--- src/rtl/impulse_generator_pkg.sv ---
// Shared definitions for the impulse generator: FSM state encoding and default widths.
package impulse_generator_pkg;

    localparam int CNT_W_DEFAULT = 12;
    localparam int PER_W_DEFAULT = 8;

    typedef enum logic [1:0] {
        IDLE = 2'd0,
        HIGH = 2'd1,
        LOW  = 2'd2,
        DONE = 2'd3
    } state_t;

endpackage

--- src/rtl/impulse_generator_phase_timer.sv ---
// Loadable down-counter timing one HIGH or LOW phase; expired flags the phase's last cycle.
module impulse_generator_phase_timer #(
    parameter int PER_W = 8
) (
    input  logic             clk,
    input  logic             reset,
    input  logic             load,
    input  logic [PER_W-1:0] load_val,
    output logic             expired
);

    logic [PER_W-1:0] cnt_r;

    // Count down to zero and park there until the next load.
    always_ff @(posedge clk) begin
        if (reset) begin
            cnt_r <= {PER_W{1'b0}};
        end else if (load) begin
            cnt_r <= load_val;
        end else if (cnt_r != {PER_W{1'b0}}) begin
            cnt_r <= cnt_r - {{(PER_W-1){1'b0}}, 1'b1};
        end else begin
            cnt_r <= cnt_r;
        end
    end

    assign expired = (cnt_r == {PER_W{1'b0}});

endmodule

--- src/rtl/impulse_generator.sv ---
// Pulse-train generator: emits count pulses of programmable high/low length with abort.
module impulse_generator
    import impulse_generator_pkg::*;
#(
    parameter int CNT_W = CNT_W_DEFAULT,
    parameter int PER_W = PER_W_DEFAULT
) (
    input  logic             clk,
    input  logic             reset,
    input  logic             start,
    input  logic             abort,
    input  logic [CNT_W-1:0] count,
    input  logic [PER_W-1:0] high_len,
    input  logic [PER_W-1:0] low_len,
    output logic             impulse,
    output logic             busy,
    output logic             done,
    output logic [CNT_W-1:0] sent
);

    state_t           state_r;
    state_t           state_nxt_s;
    logic [CNT_W:0]   rem_r;
    logic [CNT_W-1:0] sent_r;
    logic [PER_W-1:0] high_r;
    logic [PER_W-1:0] low_r;
    logic             load_s;
    logic [PER_W-1:0] load_val_s;
    logic             accept_s;
    logic             enter_high_s;
    logic             expired_s;

    // A zero length behaves as one cycle; the timer holds cycles-minus-one.
    function automatic logic [PER_W-1:0] phase_load(input logic [PER_W-1:0] len);
        return (len == {PER_W{1'b0}}) ? {PER_W{1'b0}} : len - {{(PER_W-1){1'b0}}, 1'b1};
    endfunction

    impulse_generator_phase_timer #(.PER_W(PER_W)) phase_timer_i (
        .clk      (clk),
        .reset    (reset),
        .load     (load_s),
        .load_val (load_val_s),
        .expired  (expired_s)
    );

    // Next-state decode and phase-timer reload requests.
    always_comb begin
        state_nxt_s  = state_r;
        load_s       = 1'b0;
        load_val_s   = {PER_W{1'b0}};
        accept_s     = 1'b0;
        enter_high_s = 1'b0;
        case (state_r)
            IDLE: begin
                if (start && !abort) begin
                    state_nxt_s = HIGH;
                    accept_s    = 1'b1;
                    load_s      = 1'b1;
                    load_val_s  = phase_load(high_len);
                end else begin
                    state_nxt_s = IDLE;
                end
            end
            HIGH: begin
                if (abort) begin
                    state_nxt_s = IDLE;
                end else if (expired_s) begin
                    state_nxt_s = LOW;
                    load_s      = 1'b1;
                    load_val_s  = phase_load(low_r);
                end else begin
                    state_nxt_s = HIGH;
                end
            end
            LOW: begin
                if (abort) begin
                    state_nxt_s = IDLE;
                end else if (expired_s) begin
                    if (rem_r != {(CNT_W+1){1'b0}}) begin
                        state_nxt_s  = HIGH;
                        enter_high_s = 1'b1;
                        load_s       = 1'b1;
                        load_val_s   = phase_load(high_r);
                    end else begin
                        state_nxt_s = DONE;
                    end
                end else begin
                    state_nxt_s = LOW;
                end
            end
            DONE: begin
                state_nxt_s = IDLE;
            end
            default: begin
                state_nxt_s = IDLE;
            end
        endcase
    end

    // State, registered outputs and train bookkeeping; outputs decode the next state so they are flops.
    always_ff @(posedge clk) begin
        if (reset) begin
            state_r <= IDLE;
            impulse <= 1'b0;
            busy    <= 1'b0;
            done    <= 1'b0;
            rem_r   <= {(CNT_W+1){1'b0}};
            sent_r  <= {CNT_W{1'b0}};
            high_r  <= {PER_W{1'b0}};
            low_r   <= {PER_W{1'b0}};
        end else begin
            state_r <= state_nxt_s;
            impulse <= (state_nxt_s == HIGH);
            busy    <= (state_nxt_s == HIGH) || (state_nxt_s == LOW);
            done    <= (state_nxt_s == DONE);
            if (accept_s) begin
                high_r <= high_len;
                low_r  <= low_len;
                // count of zero requests 2^CNT_W pulses; the first one is emitted now.
                rem_r  <= ((count == {CNT_W{1'b0}}) ? {1'b1, {CNT_W{1'b0}}} : {1'b0, count})
                          - {{CNT_W{1'b0}}, 1'b1};
                sent_r <= {{(CNT_W-1){1'b0}}, 1'b1};
            end else if (enter_high_s) begin
                rem_r  <= rem_r - {{CNT_W{1'b0}}, 1'b1};
                sent_r <= sent_r + {{(CNT_W-1){1'b0}}, 1'b1};
            end else begin
                rem_r  <= rem_r;
                sent_r <= sent_r;
            end
        end
    end

    assign sent = sent_r;

endmodule

--- config.mk ---
export PLATFORM = sky130hd
export DESIGN_NAME = impulse_generator
export DESIGN_NICKNAME = d
export VERILOG_FILES = /design/src/rtl/impulse_generator_pkg.sv /design/src/rtl/impulse_generator_phase_timer.sv /design/src/rtl/impulse_generator.sv
export SDC_FILE = /design/constraint.sdc
export NUM_CORES = 1
export LEC_CHECK = 0
export CORE_MARGIN = 4
export CORE_UTILIZATION = 40
export CTS_BUF_LIST = sky130_fd_sc_hd__clkbuf_8
export DETAILED_ROUTE_END_ITERATION = 12
export SYNTH_ARGS = -nofsm -noshare
export SYNTH_HDL_FRONTEND = slang
export SYNTH_HIERARCHICAL = 1
export SYNTH_SLANG_ARGS = --single-unit
export TNS_END_PERCENT = 50
--- constraint.sdc ---
create_clock -name clk -period 6 [get_ports clk]
set_input_delay 1.8 -clock clk [delete_from_list [all_inputs] [get_ports clk]]
set_output_delay 1.8 -clock clk [all_outputs]
set_load 0.02 [all_outputs]
**Routing congestion map**

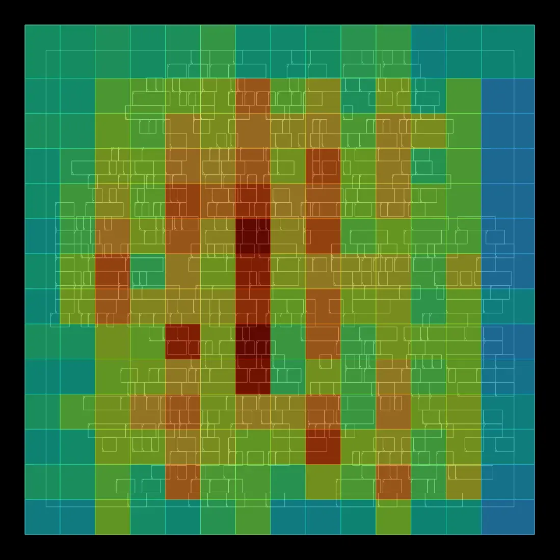
most heavily used metal layer in global routing: met2
post-route core utilization: 48.35%
met2 usage in global routing: 26.86%
routing usage on met3: 2.293%

==> summary.txt <==
Implementation summary

The final weighted congestion of routability-driven global placement is between 0.8 and 0.9. Max fanout on the critical path was recorded as 8. The flow ran to the end, and the final reports show no timing, DRC or antenna violations. The net count of the finished layout is 497. Counting cells, the worst reg-to-reg path comes to 8. The tally of nets with antenna violations remaining after routing is 0.

OpenSTA, run right after detailed placement, puts the worst setup slack at 0.8874 ns. For the pin with the worst max-slew slack, the measured transition is ~1.0 ns. Setup repair after global routing left no endpoint under its margin. Once routing completed, OpenROAD measured the worst setup slack at ~1.2 ns. The number of resized instances in the post-cts repair step is 0.

Yosys mapped a number of flops with a built-in enable equal to 0. The number of DRC markers after the initial detailed-route iteration is 150. For this design, the sink count on the clock tree is 54. In this run the vertical extent of the chip is 100.2 um. The maximum buffer depth of the clock tree is 2.

The combinational family with the most area after synthesis is simple AND/OR/NAND/NOR gates. The iteration count of the initial detailed-routing pass is 4. The area share of and-or/or-and cells after synthesis is between 10% and 20%. The number of global-route vias before repair is 2,888. Endpoints with negative setup slack in the final report add up to 0. The clock tree skew after final layout is 0.01072 ns. The delay of the slowest cell on the worst path is approximately 0.74 ns.

The combined global-route utilization of all metal layers is approximately 17%. The number of max-cap violations is 0. The largest net degree at the start of global routing is approximately 40. Per the synth stats, the flop cell with the highest instance count is sky130_fd_sc_hd__dfxtp_1. The total power of the final layout is 0.9594 mW.

The fraction of synthesized cell area taken by the top area cell type is 31.81%. Before placement the cells fill 41.15% of the core. The buffer-and-inverter tally for the worst setup path is 1. The standard cell with the maximum stage delay on the critical path is sky130_fd_sc_hd__or4b_2.

The area growth from synthesis to layout is 17.49%. The cell area after placement is 3899 um^2. Input and output buffers added on the ports amount to ~46. Yosys stat counts between 400 and 500 cells in the synthesized netlist. Using the TritonRoute via totals, the vias-per-cell ratio works out to 5.606. The number of synthesized register bits is 54. On the final layout, the worst hold slack is 0.4799 ns. The count of unique library cells instantiated by Yosys is 64. The hold buffer count at CTS is 0.
**Metal 3**

Scale: 3 px per um. Cells faint in the background.
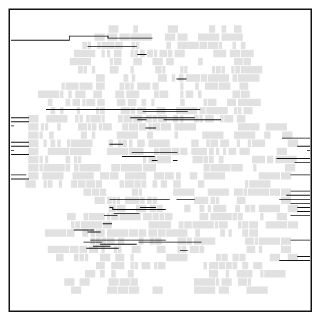
nets with wire on the layer: 47
main direction: horizontal
detailed-route wire length: 8353 um
vias: 3,145

==> metal layers <==
metal | global-route usage (%) | vias to the layer above | wire length, um
li1 | - | 1598 | -
met1 | 24.73 | 1453 | 4016
met2 | 26.86 | 88 | 3744
met3 | 2.293 | 6 | 512
met4 | 5.285 | 0 | 80
met5 | 0 | - | 0
==> final cells by class <==
cell class,instances,area (um^2)
Clock buffer,5,68.82
Sequential cell,54,1081
Timing Repair Buffer,50,490.5
Clock inverter,3,25.02
Tap cell,105,131.4
Inverter,12,45.04
Fill cell,837,4265
Multi-Input combinational cell,332,2151
==> worst max-delay path by stage <==
stage | startpoint | end | slack [ns] | depth (start not counted)
after floorplan | abort | rem_r[12] | 1.22 | 9
after global placement | abort | rem_r[12] | 0.99 | 7
after detailed placement | abort | rem_r[8] | 0.89 | 9
after CTS | abort | rem_r[8] | 1.22 | 9
after global routing | abort | rem_r[8] | 0.98 | 10
final | abort | rem_r[8] | 1.21 | 9
==> sequential cells by signal (all words and copies together) (netlist names) <==
name                 flops
rem_r                   13
sent                    12
high_r                   8
low_r                    8
phase_timer_i/cnt_r      8
state_r                  2
busy                     1
done                     1
impulse                  1
==> worst reg2reg max path, stage by stage (launching register included) <==
cell and delay [ns]:
sky130_fd_sc_hd__dfxtp_1 0.39, sky130_fd_sc_hd__or4b_2 0.67, sky130_fd_sc_hd__a21oi_1 0.19, sky130_fd_sc_hd__ha_1 0.33
sky130_fd_sc_hd__or4b_2 0.70, sky130_fd_sc_hd__nor4_1 0.22, sky130_fd_sc_hd__nand3_1 0.13, sky130_fd_sc_hd__xor2_1 0.17
sky130_fd_sc_hd__a21boi_0 0.18
==> power by group <==
part / switching, mW / internal [mW]
logic: 0.167 / 0.149
clock network: 0.129 / 0.0846
registers: 0.0382 / 0.392
total: 0.334 / 0.625
Power is estimated from default activity; no workload was simulated.
